### src/rtl/matmul_scheduler.sv
// matmul_scheduler: 2x2 by 2x2 unsigned matrix product through one shared
// 3x3-bit multiplier. The eight partial products go through the multiplier
// one per cycle. The four 7-bit results then stream out under valid/ready
// flow control, and are also presented together as a parallel bus.
// Optional feature: define MM_SCHED_ABORT_EN to add the abort input.
//
// state | meaning
// IDLE  | waiting for start; operands latched on an accepted start
// MUL   | step 0..7 drives one partial product per cycle into C
// OUT   | streams C[idx] out, idx 0..3, then pulses done

module matmul_scheduler (
    input  logic        clock,
    input  logic        reset,
    input  logic        start,
    input  logic [11:0] matrix_A,
    input  logic [11:0] matrix_B,
    output logic [2:0]  mul_a,
    output logic [2:0]  mul_b,
    input  logic [5:0]  mul_p,
    output logic        mul_en,
    output logic        busy,
    output logic        out_valid,
    input  logic        out_ready,
    output logic [6:0]  out_data,
    output logic [1:0]  out_index,
    output logic [27:0] matrix_result,
    output logic        done
`ifdef MM_SCHED_ABORT_EN
    ,
    input  logic        abort
`endif
);

    typedef enum logic [1:0] {IDLE, MUL, OUT} state_t;

    state_t          state, state_nxt;
    logic [11:0]     op_a, op_b;
    logic [2:0]      step;
    logic [1:0]      idx;
    logic [3:0][6:0] c_reg;
    logic [6:0]      acc;
    logic            abort_req;

`ifdef MM_SCHED_ABORT_EN
    assign abort_req = abort;
`else
    assign abort_req = 1'b0;
`endif

    // Element e = 2*row+col of a packed 2x2 matrix of 3-bit values.
    function automatic logic [2:0] elem(input logic [11:0] m, input logic [1:0] e);
        logic [2:0] v;
        case (e)
            2'd0:    v = m[2:0];
            2'd1:    v = m[5:3];
            2'd2:    v = m[8:6];
            default: v = m[11:9];
        endcase
        return v;
    endfunction

    // State register.
    always_ff @(posedge clock or negedge reset) begin
        if (!reset) state <= IDLE;
        else        state <= state_nxt;
    end

    // Next state and outputs; step decodes as i=step[2], j=step[1], k=step[0].
    always_comb begin
        state_nxt = state;
        busy      = (state != IDLE);
        mul_en    = 1'b0;
        mul_a     = 3'd0;
        mul_b     = 3'd0;
        out_valid = 1'b0;
        out_data  = 7'd0;
        out_index = 2'd0;
        case (state)
            IDLE: begin
                if (start) state_nxt = MUL;
            end
            MUL: begin
                mul_en = 1'b1;
                mul_a  = elem(op_a, {step[2], step[0]});
                mul_b  = elem(op_b, {step[0], step[1]});
                if (abort_req)          state_nxt = IDLE;
                else if (step == 3'd7)  state_nxt = OUT;
            end
            OUT: begin
                out_valid = 1'b1;
                out_data  = c_reg[idx];
                out_index = idx;
                if (abort_req)                       state_nxt = IDLE;
                else if (out_ready && idx == 2'd3)   state_nxt = IDLE;
            end
            default: state_nxt = IDLE;
        endcase
    end

    // k=0 starts a fresh sum, k=1 adds onto it; 98 max fits in 7 bits.
    always_comb begin
        acc = (step[0] ? c_reg[step[2:1]] : 7'd0) + {1'b0, mul_p};
    end

    // Operand latch, accumulation, output index, result bus and done pulse.
    always_ff @(posedge clock or negedge reset) begin
        if (!reset) begin
            op_a          <= '0;
            op_b          <= '0;
            step          <= '0;
            idx           <= '0;
            c_reg         <= '0;
            matrix_result <= '0;
            done          <= 1'b0;
        end else begin
            done <= 1'b0;
            case (state)
                IDLE: begin
                    if (start) begin
                        op_a          <= matrix_A;
                        op_b          <= matrix_B;
                        step          <= '0;
                        idx           <= '0;
                        matrix_result <= '0;
                    end
                end
                MUL: begin
                    if (!abort_req) begin
                        c_reg[step[2:1]] <= acc;
                        step             <= step + 3'd1;
                        if (step == 3'd7) begin
                            idx           <= '0;
                            // entry 3 is completed on this same edge, so use acc
                            matrix_result <= {acc, c_reg[2], c_reg[1], c_reg[0]};
                        end
                    end
                end
                OUT: begin
                    if (!abort_req && out_ready) begin
                        idx <= idx + 2'd1;
                        if (idx == 2'd3) done <= 1'b1;
                    end
                end
                default: ;
            endcase
        end
    end

endmodule
### config.mk
export PLATFORM = sky130hd
export DESIGN_NAME = matmul_scheduler
export DESIGN_NICKNAME = d
export VERILOG_FILES = /design/src/rtl/matmul_scheduler.sv
export SDC_FILE = /design/constraint.sdc
export NUM_CORES = 1
export LEC_CHECK = 0
export CAP_MARGIN = 40
export CORE_MARGIN = 3
export CORE_UTILIZATION = 52
export DETAILED_ROUTE_END_ITERATION = 16
export PLACE_DENSITY_LB_ADDON = 0.15
export SYNTH_ARGS = -nofsm -noshare
export SYNTH_HDL_FRONTEND = slang
export SYNTH_SLANG_ARGS = --single-unit
### constraint.sdc
create_clock -name clock -period 3.7 [get_ports clock]
set_input_delay 0.74 -clock clock [delete_from_list [all_inputs] [get_ports clock]]
set_output_delay 0.74 -clock clock [all_outputs]
set_load 0.005 [all_outputs]
**Run 1: nets reached from selected ports**

Drawn at 4 px/µm.
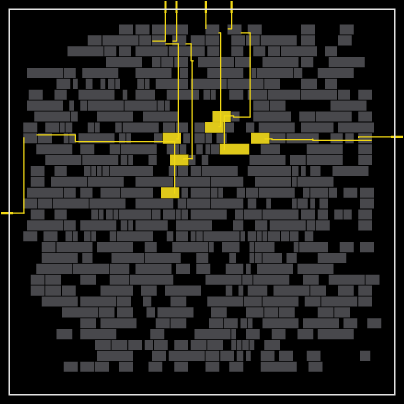
[yellow] mul_p | bits: 6 | direction: input | end cells: 7 | buffers: 6 | wire: 258 µm

**Run 1: M2 wires**

Drawn at 4 px/µm.
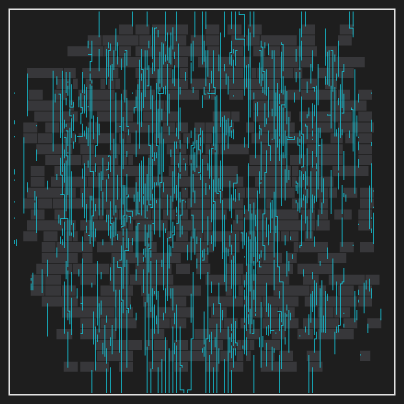
nets with wire on the layer: 395
share of all routed wire: 46%
wire length on this layer: 4400 µm

==> results.ini, run 1 <==
[sta]
finClkSkew_ps = 9.03
finalHoldViolCount = 0
setup_viol = 0
tns_ps = 0
tightest_slew_ps = 788
relSlewSlack_pct = 47.5
timing.final.crit_share_pct = 88.4
fmaxAchievable_mhz = 306

[global_routing]
busiest_layer = met2
grt.overflow.total = 0
globalRouteMet1Util_pct = 32.9
grt_use_met3_pct = 4.69

[synth]
edf_count = 0
ys_cells = 324
yosysUniqueCellTypes = 40
synth-xor-area-share_pct = 1.22
ys_top_logic_family = multiplexers
floorplan.nets = 371
ys_chip_area_um2 = 4210
synth.most_common_cell = dfrtp_1
ys.flops = 88

[place]
place_ws_ps = 811
dp_hpwl_um = 6390
io_buffers = 80
place.gp.congestion = 0.818
place_inst = 492
dpl_cell_area_um2 = 5040

[power]
p_seq_share_pct = 37.9
power_density_nw_per_um2 = 896
powerComb_mw = 2.14
p_clk_share_pct = 16.9

[routing]
routedWlPerCell_um = 18.6
top_layer = met4
routed_wl_um = 9460
ant_nets = 0
drc = 0

[floorplan]
taps = 102
die_h_um = 96.0

[final_layout]
diodes = 0
layout_top_cell = dfrtp_1
signal_buffers = 85
final-clk-cell-share_pct = 4.64
multi_input_comb_cells = 213
flops = 88
final_cells = 508

[clock_network]
cts_tree = yes
cts_made_buffers = 9
cts_root_buf = clkbuf_8

[critical_path]
cp.arrival_ps = 2530
cp-start-kind = flop
worst_path_most_repeated_cell = nor2_1
critical_path.endpoint = mul_b[1]
r2r-start = step[1]$_DFFE_PN0P_
reg2reg_depth = 9

[run_status]
status = finished, final reports clean

**Run 1: routed clock nets over the placement**

Drawn at 4 px/µm.
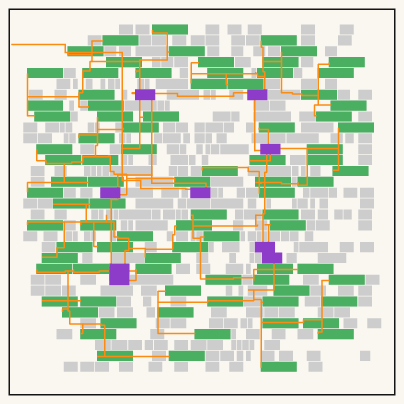
[purple] cells driving clock nets | count: 9
[green] flip-flops | count: 88
[orange] clock wires | length: 1020 µm
flops lie: all over the die
routed clock nets: 10

**Run 1: placed cells, one color a class**

Drawn at 4 px/µm. Fill, decap, tap and diode cells in gray.
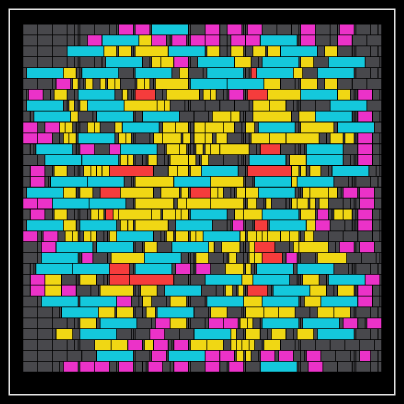
[magenta] other buffers and delay cells | cells: 85 | share of their area: 16%
[cyan] flip-flops | cells: 88 | share of their area: 43%
[yellow] all other logic | cells: 217 | share of their area: 36%
[red] clock drivers and dummy loads | cells: 16 | share of their area: 4.8%
FP Rows: 32
core footprint: 7810 µm²
post-layout util: 67.7%
design area: 5280 µm²

--- run 2 (diff from run 1) ---
--- a/config.mk
+++ b/config.mk
@@ -10,6 +10,7 @@
 export CORE_UTILIZATION = 52
 export DETAILED_ROUTE_END_ITERATION = 16
 export PLACE_DENSITY_LB_ADDON = 0.15
+export SKIP_LAST_GASP = 1
 export SYNTH_ARGS = -nofsm -noshare
 export SYNTH_HDL_FRONTEND = slang
 export SYNTH_SLANG_ARGS = --single-unit
**Run 2: routed clock nets over the placement**

Drawn at 4 px/µm.
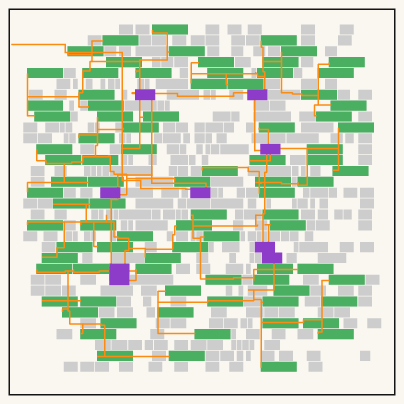
[green] flip-flops | count: 88
[orange] clock wires | length: 1020 µm
[purple] cells driving clock nets | count: 9
routed clock nets: 10
clk_lat worst skew: 350 ps
P_clk: 802 µW
clock skew: 9.03 ps

**Run 2: placed cells, one color a class**

Drawn at 4 px/µm. Fill, decap, tap and diode cells in gray.
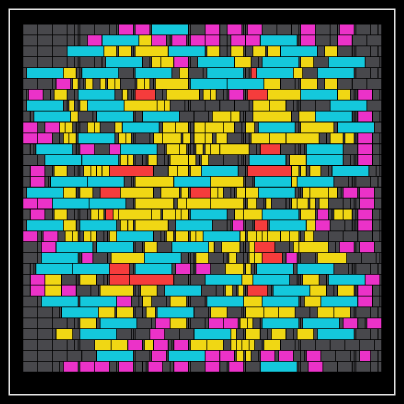
[magenta] other buffers and delay cells | cells: 85 | share of their area: 16%
[yellow] all other logic | cells: 217 | share of their area: 36%
[cyan] flip-flops | cells: 88 | share of their area: 43%
[red] clock drivers and dummy loads | cells: 16 | share of their area: 4.8%

==> run 2 against run 1 <==
Compared with the run above:
- synthesized area unchanged
- hold slack unchanged
- total power unchanged
- sequential cell count unchanged
- combinational power about the same
- sequential power about the same
- first-iteration DRC count unchanged
- clock skew unchanged
- critical path depth unchanged
- critical path type unchanged
- highest routed layer unchanged
==> results.ini, run 2 <==
[final_layout]
flops = 88  ; unchanged
final-clk-cell-share_pct = 4.64  ; unchanged
fin_area_um2 = 5280  ; unchanged
layout_top_cell = dfrtp_1
diodes = 0  ; unchanged
final_cells = 508  ; unchanged
nNetsFinal = 448
multi_input_comb_cells = 213  ; unchanged
final_cell_mix = 88 x dfrtp_1, 79 x clkdlybuf4s50_1, 34 x nand2_1
signal_buffers = 85  ; unchanged
areaGrowthSynthToFinish_pct = 25.4
utilization_pct = 67.7  ; unchanged

[global_routing]
globalRouteMet1Util_pct = 32.9  ; unchanged
grt_use_met3_pct = 4.69  ; unchanged
grt.overflow.total = 0  ; unchanged
busiest_layer = met2
grt_max_degree = 65

[synth]
ys_top_logic_family = multiplexers
ys_chip_area_um2 = 4210  ; unchanged
compound_area_share_pct = 11.7
netlist_area_um2 = 4210
synth.avg_cell_area_um2 = 13.0
yosysWarnings = 0
edf_count = 0  ; unchanged
ys_cells = 324  ; unchanged
ys.flops = 88  ; unchanged
ys_async_sr_fraction_pct = 100
yosysUniqueCellTypes = 40  ; unchanged
floorplan.nets = 371  ; unchanged
synth.most_common_cell = dfrtp_1
synth-xor-area-share_pct = 1.22  ; unchanged
ys.flop_type = dfrtp_1

[floorplan]
initial_utilization_pct = 53.9
taps = 102  ; unchanged
coreArea_um2 = 7810  ; unchanged
die_h_um = 96.0  ; unchanged
row_count = 32  ; unchanged
io_pins = 81
chipWidth_um = 96.0

[clock_network]
cts_buffer_depth = 2
cts_made_buffers = 9  ; unchanged
post_cts_buffers = 0
cts.sinks = 88
htree_levels = 3
cts_root_buf = clkbuf_8
ctsHoldBuffers = 0
cts_tree = yes

[place]
place_ws_ps = 811  ; unchanged
io_buffers = 80  ; unchanged
place_inst = 492  ; unchanged
dp_hpwl_um = 6390  ; unchanged
place.gp.congestion = 0.818  ; unchanged
dpl_cell_area_um2 = 5040  ; unchanged

[critical_path]
worstPathMaxFanout = 14
worst_path_most_repeated_cell = nor2_1
critical_path.top_delay_family = flip-flops
required_ps = 2960
regToRegSetupSlack_ps = 770
cp-start-kind = flop
slowest_delay_ps = 690
cp.arrival_ps = 2530  ; about the same
r2r-start = step[1]$_DFFE_PN0P_
reg2reg_depth = 9  ; unchanged
critical_path.endpoint = mul_b[1]
crit_chain = inv_1 -> ha_1 -> a222oi_1 -> nor2_1 -> a21oi_1 -> nor2_1 -> clkdlybuf4s50_1

[power]
p_seq_share_pct = 37.9  ; about the same
powerComb_mw = 2.14  ; about the same
combinationalPowerShare_pct = 45.2
p_int_mw = 3.08
power_density_nw_per_um2 = 896  ; unchanged
p_clk_share_pct = 16.9  ; about the same

[sta]
relSlewSlack_pct = 47.5  ; unchanged
finalHoldViolCount = 0  ; unchanged
fmaxAchievable_mhz = 306  ; unchanged
tns_ps = 0  ; unchanged
setup_slack_ps = 430
rsz0062_at_grt = false
setup_viol = 0  ; unchanged
timing.final.crit_share_pct = 88.4  ; unchanged
tightest_slew_ps = 788  ; unchanged

[routing]
drc = 0  ; unchanged
routedWlPerCell_um = 18.6  ; unchanged
wl_met1_um = 4390
top_layer = met4
ant_nets = 0  ; unchanged
dr.pass1.iters = 4
vias = 2950
routed_wl_um = 9460  ; unchanged

[run_status]
status = finished, final reports clean

No activity file was given, so power comes from the tool's default toggle rates.
